File: src/rtl/climate_controller.sv
// Occupancy-gated heat/cool controller with setpoint hysteresis, minimum dwell,
// post-run lockout and a three-step proportional fan.
module climate_controller #(
  parameter int unsigned TEMP_W   = 7,
  parameter int unsigned HYST     = 2,
  parameter int unsigned DWELL    = 8,
  parameter int unsigned OCC_HOLD = 16,
  parameter int unsigned FAN_STEP = 4
) (
  input  logic              clk,
  input  logic              rst,
  input  logic [TEMP_W-1:0] temperature,
  input  logic              humanDetector,
  input  logic [1:0]        mode,
  input  logic [TEMP_W-1:0] heat_sp,
  input  logic [TEMP_W-1:0] cool_sp,
  output logic              heater,
  output logic              airConditioner,
  output logic [1:0]        fan_speed,
  output logic [1:0]        state,
  output logic              occupied
);

  localparam int unsigned CW = TEMP_W + 1;
  localparam int unsigned DW = $clog2(DWELL + 1);
  localparam int unsigned OW = $clog2(OCC_HOLD + 1);

  localparam logic [1:0] S_IDLE    = 2'b00;
  localparam logic [1:0] S_HEAT    = 2'b01;
  localparam logic [1:0] S_COOL    = 2'b10;
  localparam logic [1:0] S_LOCKOUT = 2'b11;

  logic [OW-1:0] occ_cnt;
  logic [DW-1:0] dwell_cnt, dwell_next;
  logic [1:0]    state_next, fan_next;
  logic          heater_next, ac_next;
  logic [CW-1:0] t_x, hsp_x, csp_x, hyst_x;
  logic [CW-1:0] heat_err, cool_err, err, fan_q;
  logic [1:0]    fan_level;
  logic          active, heat_ok, cool_ok, heat_call, cool_call;
  logic          heat_done, cool_done, dwell_zero;

  // Widen by one bit so hysteresis additions never wrap
  assign t_x    = CW'(temperature);
  assign hsp_x  = CW'(heat_sp);
  assign csp_x  = CW'(cool_sp);
  assign hyst_x = CW'(HYST);

  assign occupied   = humanDetector | (occ_cnt != '0);
  assign active     = occupied && (mode != 2'b00) && (hsp_x < csp_x);
  assign heat_ok    = mode[0];
  assign cool_ok    = mode[1];
  assign heat_call  = active && heat_ok && (t_x < hsp_x);
  assign cool_call  = active && cool_ok && (t_x > csp_x);
  assign heat_done  = (t_x >= hsp_x + hyst_x) || !active || !heat_ok;
  assign cool_done  = (t_x + hyst_x <= csp_x) || !active || !cool_ok;
  assign dwell_zero = (dwell_cnt == '0);

  // Occupancy hold-off timer
  always_ff @(posedge clk) begin
    if (rst) begin
      occ_cnt <= '0;
    end else if (humanDetector) begin
      occ_cnt <= OW'(OCC_HOLD);
    end else if (occ_cnt != '0) begin
      occ_cnt <= occ_cnt - OW'(1);
    end
  end

  // State and registered outputs
  always_ff @(posedge clk) begin
    if (rst) begin
      state          <= S_IDLE;
      dwell_cnt      <= '0;
      fan_speed      <= 2'b00;
      heater         <= 1'b0;
      airConditioner <= 1'b0;
    end else begin
      state          <= state_next;
      dwell_cnt      <= dwell_next;
      fan_speed      <= fan_next;
      heater         <= heater_next;
      airConditioner <= ac_next;
    end
  end

  // Next state; exits from HEAT/COOL/LOCKOUT wait for the dwell counter
  always_comb begin
    state_next = state;
    case (state)
      S_IDLE: begin
        if (heat_call)      state_next = S_HEAT;
        else if (cool_call) state_next = S_COOL;
      end
      S_HEAT:    if (dwell_zero && heat_done) state_next = S_LOCKOUT;
      S_COOL:    if (dwell_zero && cool_done) state_next = S_LOCKOUT;
      S_LOCKOUT: if (dwell_zero)              state_next = S_IDLE;
      default:   state_next = S_IDLE;
    endcase

    dwell_next = dwell_zero ? '0 : dwell_cnt - DW'(1);
    if ((state_next != state) && (state_next != S_IDLE)) begin
      dwell_next = DW'(DWELL - 1);
    end
  end

  // Output decode from the upcoming state; fan tracks error every cycle
  always_comb begin
    heat_err    = (hsp_x > t_x) ? hsp_x - t_x : '0;
    cool_err    = (t_x > csp_x) ? t_x - csp_x : '0;
    err         = (state_next == S_COOL) ? cool_err : heat_err;
    fan_q       = err / CW'(FAN_STEP);
    fan_level   = (fan_q >= CW'(2)) ? 2'd3 : fan_q[1:0] + 2'd1;
    heater_next = (state_next == S_HEAT);
    ac_next     = (state_next == S_COOL);
    fan_next    = 2'b00;
    case (state_next)
      S_HEAT, S_COOL: fan_next = fan_level;
      S_LOCKOUT:      fan_next = 2'b01;
      default:        fan_next = 2'b00;
    endcase
  end

endmodule

File: config.mk
export PLATFORM = sky130hd
export DESIGN_NAME = climate_controller
export DESIGN_NICKNAME = d
export VERILOG_FILES = /design/src/rtl/climate_controller.sv
export SDC_FILE = /design/constraint.sdc
export NUM_CORES = 1
export LEC_CHECK = 0
export CORE_ASPECT_RATIO = 1.4
export CORE_MARGIN = 2
export CORE_UTILIZATION = 40
export DETAILED_ROUTE_END_ITERATION = 10
export PLACE_DENSITY = 0.65
export SLEW_MARGIN = 20
export SYNTH_ARGS = -nofsm -noshare
export SYNTH_HDL_FRONTEND = slang
export SYNTH_SLANG_ARGS = --single-unit
export TNS_END_PERCENT = 10
File: constraint.sdc
create_clock -name clk -period 3.1 [get_ports clk]
set_clock_uncertainty 0.1 [all_clocks]
set_input_delay 0.465 -clock clk [delete_from_list [all_inputs] [get_ports clk]]
set_output_delay 0.465 -clock clk [all_outputs]
set_load 0.1 [all_outputs]
**Run 1: routed metal, one colour a layer**

(3 px per um) Only two layers are drawn.
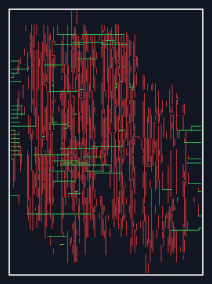
Red is met2, wire length 3870 um. Green is met3, wire length 329 um.
per-cell routed wire length: 16.7 um
via count: 2355
routed wire length: 7160 um
total track usage: 0.224

**Run 1: ports around the boundary**

(6 px per um) Pins as bars across the die edge, other pins in grey.
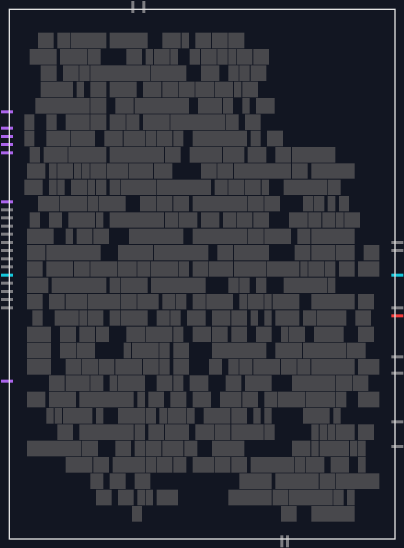
Cyan is mode, pins 2, direction input, edge 1 left, 1 right. Red is airConditioner, pins 1, direction output, edge right. Purple is temperature, pins 7, direction input, edge left.
All pins by edge: 20 left, 9 right, 2 top, 2 bottom.

**Run 1: I/O nets highlighted**

(3 px per um)
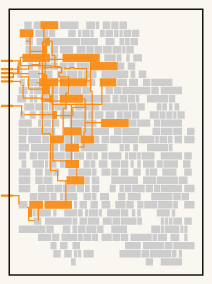
Orange is temperature, bits 7, direction input, end cells 28, buffers 16, wire 517 um.
Ports: 33
port buffer count: 32

==> results.cfg, run 1 <==
; physical design summary
[run_status]
status = complete, but fails checks
violations = setup timing

[floorplanning]
fp_util = 0.417
core_area_sq_um = 4840

[setup_path]
rr_endpoint = fan_speed[0]$_SDFF_PP0_
setup.worst_path.class = in -> reg
path_cells = buf_2 -> inv_1 -> ha_1 -> nor2b_1 -> o211ai_1 -> a211oi_2 -> nor3_2 -> nor2_1 -> a2bb2oi_2 -> ha_4 -> o32a_1 -> ha_2 -> a311oi_2 -> a2111oi_2

[route]
drtIter0Drc = 65
drt_first_pass_iters = 4

[timing]
fin_ws_ns = -0.195
fmax_mhz = 303
final.min_clock_period_ns = 3.30
rsz0062_at_grt = yes
setup_viol = 5

[layout]
synthToLayoutAreaGrowth_pct = 72.6

[clocking]
clk_pin_slew_worst_paths_ns = 0.06
clock.latency.late_pin_ns = 0.24
cts_htree_levels = 1

[power_and_ir_drop]
p_seq_uw = 280
comb_power_share = 0.747
pwr-share-clk = 0.089
p_int_uw = 900
pg_comb_uw = 1270
clock_power_uw = 152

[global_route]
antenna_found_initial = 0

[logic_synthesis]
simple_gate_share = 0.237
ys_top_logic_family = adder cells
synth_chip_area_sq_um = 2020
synth-seq-cells = 15

[min_path]
holdPathStages = 1
hold_path_class = reg -> reg
[run 1: stage by stage]
step / util / instances
5_1_grt: 0.719 / 429
3_3_place_gp: 0.617 / 415
6_report: 0.719 / 429
2_1_floorplan: - / 245
4_1_cts: 0.686 / 426
3_5_place_dp: 0.617 / 415
[run 1: worst max-delay path, delay by kind of cell]
family / cells / cell delay [ns]
AND/OR/NAND/NOR: 3 / 0.50
adder cells (fa/ha/maj): 3 / 0.74
buffers and inverters: 2 / 0.26
AND-OR/OR-AND: 6 / 1.32
[run 1: area by class of cell]
cell class	count	share of cell area
multi-input combinational	206	0.588
timing repair buffer	117	0.265
sequential	15	0.0862
inverter	23	0.0248
tap	64	0.0230
clock buffer	3	0.0119
clock inverter	1	0.00144
[run 1: cell usage in the layout, fill, tap and decap left out, drive strengths merged, types with 2 or more instances in the layout]
cell type / instances
or2: 7
nor2: 17
nand3b: 2
xor2: 7
o22ai: 3
a21o: 2
and3: 2
nor3b: 2
o311a: 2
nand3: 15
buf: 102
dfxtp: 15
o21bai: 2
clkbuf: 4
dlymetal6s2s: 2
clkdlybuf4s50: 5
dlygate4sd2: 6
xnor2: 8
nand2b: 5
a21oi: 13
a2111oi: 3
mux2i: 2
a211oi: 3
o211ai: 2
nand2: 10
o21ai: 10
ha: 43
nor2b: 6
a31oi: 2
nand4: 5
o21a: 2
inv: 23
nor3: 10
a311oi: 4
[run 1: timing repair]
action	in CTS	in global routing
setup buffers	7	3
endpoints found under the setup margin	7	5
hold buffers	0	0
resized	106	25
hold endpoints to repair	0	0
pin swaps	41	26
[run 1: sequential cells by signal (all words and copies together) (netlist names)]
register	cells
dwell_cnt	4
occ_cnt	5
heater	1
state	2
airConditioner	1
fan_speed	2
==> inputs of run 2 (changes only) <==
Settings changed: TNS_END_PERCENT 10 to unset.
==> results.cfg, run 2 <==
; physical design summary
[timing]
fin_ws_ns = -0.206
worst_pin_slew_ns = 0.514
setup_viol = 5
final.period_utilization = 1.07
final.min_clock_period_ns = 3.31
rsz0062_at_grt = yes
fmax_mhz = 302

[clocking]
cts.hold.buffers_added = 0
cts_tree = done
postCtsSetupBuffers = 7
cts_htree_levels = 1
clk_pin_slew_worst_paths_ns = 0.06
clock.latency.late_pin_ns = 0.24

[global_route]
grt_use_total = 0.224
antenna_found_initial = 0

[power_and_ir_drop]
pwr-share-clk = 0.088
p_int_uw = 909
comb_power_share = 0.749

[place]
hpwl_um = 4690
gp_congestion = 0.873
dp_cells = 415
place.port_buffers = 32

[layout]
top_regs = occ_cnt: 5 flops, dwell_cnt: 4 flops
mostFrequentLayoutCells = buf_4, ha_1, ha_4
largest_register_ffs = 5
lay_top_count = buf_4
synthToLayoutAreaGrowth_pct = 73.0
regMostFlops = occ_cnt

[floorplanning]
ios = 33
fp_util = 0.417
core_area_sq_um = 4840

[min_path]
hold_path_class = reg -> reg

[logic_synthesis]
simple_gate_share = 0.237
ys_top_logic_family = adder cells
synth_chip_area_sq_um = 2020
synth-seq-cells = 15

[route]
routed.top_layer = met4
route.vias.total = 2370
drt_first_pass_iters = 4
drtIter0Drc = 75

[setup_path]
rr_endpoint = fan_speed[0]$_SDFF_PP0_
setup.worst_path.class = in -> reg

[run_status]
violations = setup timing
status = complete, but fails checks
-- run 2: cell types whose count changed in the layout (fill, tap and decap cells not counted) --
cell   delta
buf_4     +1
-- run 2: critical path, cell delays in order --
cell and delay, ns:
buf_2 0.13, inv_1 0.13, ha_1 0.37, nor2b_1 0.16, o211ai_1 0.35, a211oi_2 0.14, nor3_2 0.25, nor2_1 0.10
a2bb2oi_2 0.16, ha_4 0.19, o32a_1 0.31, ha_2 0.18, a311oi_2 0.25, a2111oi_2 0.11
-- run 2: worst min path at each step --
stage                       startpoint                       to  slack, ns
2_1_floorplan  dwell_cnt[0]$_SDFF_PP0_  dwell_cnt[0]$_SDFF_PP0_       0.35
3_3_place_gp   dwell_cnt[0]$_SDFF_PP0_  dwell_cnt[0]$_SDFF_PP0_       0.37
3_5_place_dp   dwell_cnt[0]$_SDFF_PP0_  dwell_cnt[0]$_SDFF_PP0_       0.39
4_1_cts        dwell_cnt[0]$_SDFF_PP0_  dwell_cnt[0]$_SDFF_PP0_       0.40
5_1_grt        dwell_cnt[0]$_SDFF_PP0_  dwell_cnt[0]$_SDFF_PP0_       0.44
6_report       dwell_cnt[0]$_SDFF_PP0_  dwell_cnt[0]$_SDFF_PP0_       0.39
-- run 2: layout make-up --
type                       count  area (sq um)
inverter                      23          86.3
fill                         338          1350
tap                           64          80.1
multi-input combinational    206          2050
timing repair buffer         118           931
clock buffer                   3          41.3
sequential                    15           300
clock inverter                 1          5.00
-- run 2: power groups by stage --
stage	Sequential (uW)	Combinational (uW)	Clock, uW
final	280	1290	152
after global routing	286	1380	165
after CTS	278	1170	155
after detailed placement	284	1080	0
after global placement	283	1070	0
after floorplan	479	491	0
**Run 2: ports around the boundary**

(6 px per um) Pins as bars across the die edge, other pins in grey.
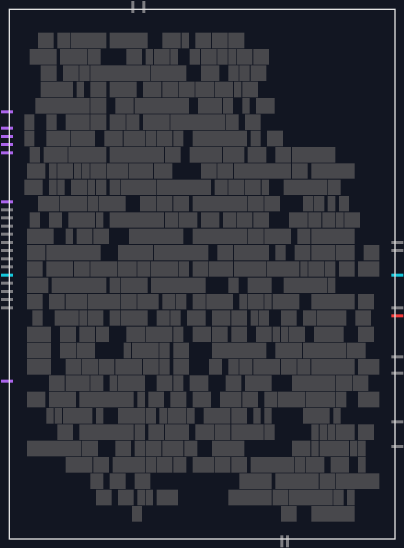
Purple is temperature, pins 7, direction input, edge left. Red is airConditioner, pins 1, direction output, edge right. Cyan is mode, pins 2, direction input, edge 1 left, 1 right.

**Run 2: I/O nets highlighted**

(3 px per um)
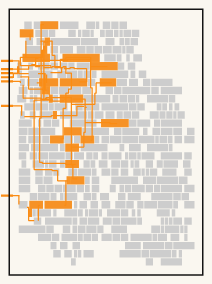
Orange is temperature, bits 7, direction input, end cells 28, buffers 16, wire 522 um.

**Run 2: cell outlines without signal wires**

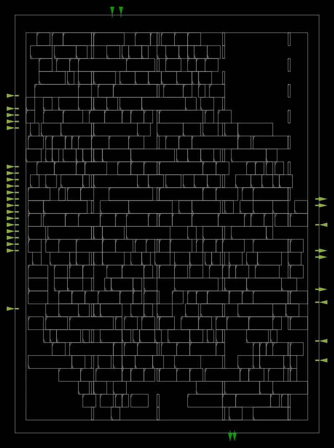
final core occ: 0.721
non-filler instance count after layout: 430
Seq area share: 0.0860
cell row count: 30

==> inputs of run 3 (changes only) <==
Settings changed: GPL_ROUTABILITY_DRIVEN set to 0, PLACE_DENSITY 0.65 to unset.
Clock period 3.1 ns to 3.9 ns, I/O delays scaled along.
**Run 3: ports around the boundary**

(6 px per um) Pins as bars across the die edge, other pins in grey.
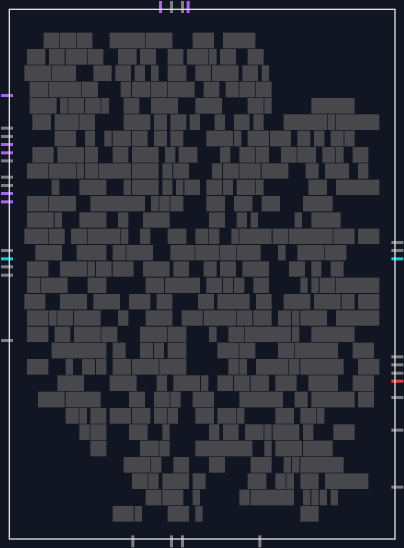
Purple is temperature, pins 7, direction input, edge 5 left, 2 top. Cyan is mode, pins 2, direction input, edge 1 left, 1 right. Red is airConditioner, pins 1, direction output, edge right.
All pins by edge: 15 left, 10 right, 4 bottom, 4 top.

**Run 3: cell outlines without signal wires**

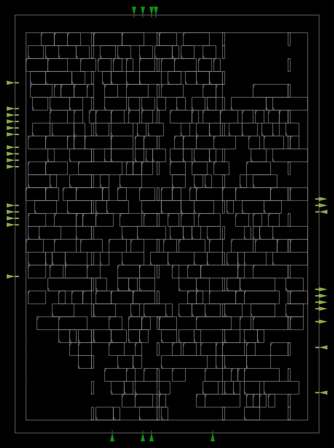
number of fillers in the final layout: 441
Tapcells: 64
Seq cells: 15
CORE AREA: 4840 sq um

**Run 3: met2 routing**

(6 px per um)
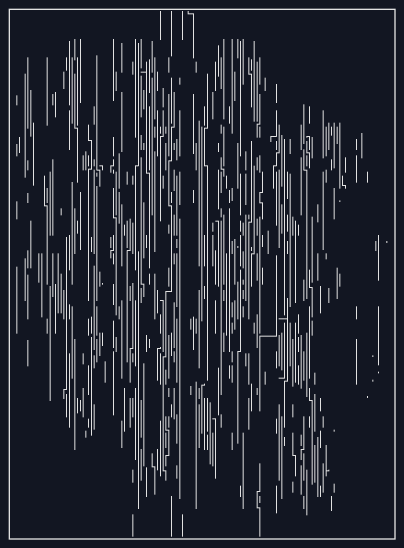
The longest straight run is 46.6 um. The layer carries 2960 um of wire. The wires run mostly vertical.
via count: 2091
met2 Usage GRT: 0.382

==> results.cfg, run 3 <==
; physical design summary
[run_status]
status = completed

[timing]
final.period_utilization = 0.964
setup_viol = 0
worst_pin_slew_ns = 0.967
fin_ws_ns = 0.139
fmax_mhz = 266
final.min_clock_period_ns = 3.76

[setup_path]
crit_start = temperature[4]
rr_worst_depth = 15
setup.worst_path.class = in -> reg
rr_endpoint = fan_speed[0]$_SDFF_PP0_
cp.arrival_ns = 3.79

[clocking]
cts_htree_levels = 1
clock.latency.late_pin_ns = 0.25
cts_tree = done
cts.hold.buffers_added = 0

[min_path]
whs_endpoint = dwell_cnt[0]$_SDFF_PP0_
holdPathStages = 1
hold_path_class = reg -> reg
worstHoldStart = dwell_cnt[0]$_SDFF_PP0_

[layout]
regMostFlops = occ_cnt
synthToLayoutAreaGrowth_pct = 51.4
post-route-util = 0.631
lay_top_count = buf_4
top_regs = occ_cnt: 5 flops, dwell_cnt: 4 flops
fin_cells = 401
mostFrequentLayoutCells = buf_4, ha_1, clkdlybuf4s50_1
largest_register_ffs = 5

[place]
hpwl_um = 4430
place.port_buffers = 32
dp_cells = 391

[route]
routed.top_layer = met4
routed_wl_um = 5370
wl_per_cell_um = 13.4
drt_first_pass_iters = 4

[floorplanning]
ios = 33

[global_route]
grt_pass1_wl_um = 8730
grt_use_total = 0.196
met3_usage = 0.00643
antenna_found_initial = 0

[logic_synthesis]
flop_cell = dfxtp_1
synth-seq-cells = 15
edf_count = 0
synth_chip_area_sq_um = 2020
run 3: worst max path at each step:
stage,end,slack (ns),depth (start not counted)
global route,fan_speed[0]$_SDFF_PP0_,-0.03,17
global placement,fan_speed[0]$_SDFF_PP0_,-0.31,15
detailed placement,fan_speed[0]$_SDFF_PP0_,-0.36,17
finish,fan_speed[0]$_SDFF_PP0_,0.14,18
CTS,fan_speed[0]$_SDFF_PP0_,0.02,16
floorplan,fan_speed[0]$_SDFF_PP0_,0.39,14
run 3: area by class of cell:
type	instances	area (sq um)	share of cell area
Clock inverter	1	5.00	0.00164
Multi-Input combinational cell	206	1780	0.583
Inverter	23	90.1	0.0295
Clock buffer	3	41.3	0.0135
Tap cell	64	80.1	0.0262
Sequential cell	15	300	0.0983
Timing Repair Buffer	89	758	0.248
run 3: cells by family after synthesis:
family,count (synthesis),synth area share
mux,2,0.00992
simple gates,87,0.237
buf+inv,24,0.0446
xor+xnor,15,0.0651
flops,15,0.149
compound gates,59,0.228
fa+ha+maj,43,0.267
run 3: critical path: stages:
cell	delay [ns]
clkdlybuf4s50_1	0.48
inv_1	0.08
nor3_4	0.16
nand3_2	0.09
xnor2_1	0.14
ha_1	0.29
buf_4	0.15
a21oi_2	0.14
a21oi_2	0.06
nor3_2	0.18
nor2_1	0.09
a2bb2oi_2	0.17
ha_2	0.20
buf_4	0.14
o31ai_4	0.23
ha_2	0.19
a311oi_1	0.05
a2111oi_1	0.37
run 3: repair_timing:
item | CTS | global route
gates cloned | 0 | 0
buffers inserted | 5 | 1
setup endpoints to repair | 2 | 2
pin swaps | 10 | 13
gates resized | 15 | 26
run 3: power by group:
| group | switching, uW | internal [uW] |
|---|---|---|
| clock network | 54.8 | 70.7 |
| registers | 27.5 | 194 |
| logic | 493 | 361 |
| total | 575 | 626 |
Power is estimated from default activity; no workload was simulated.
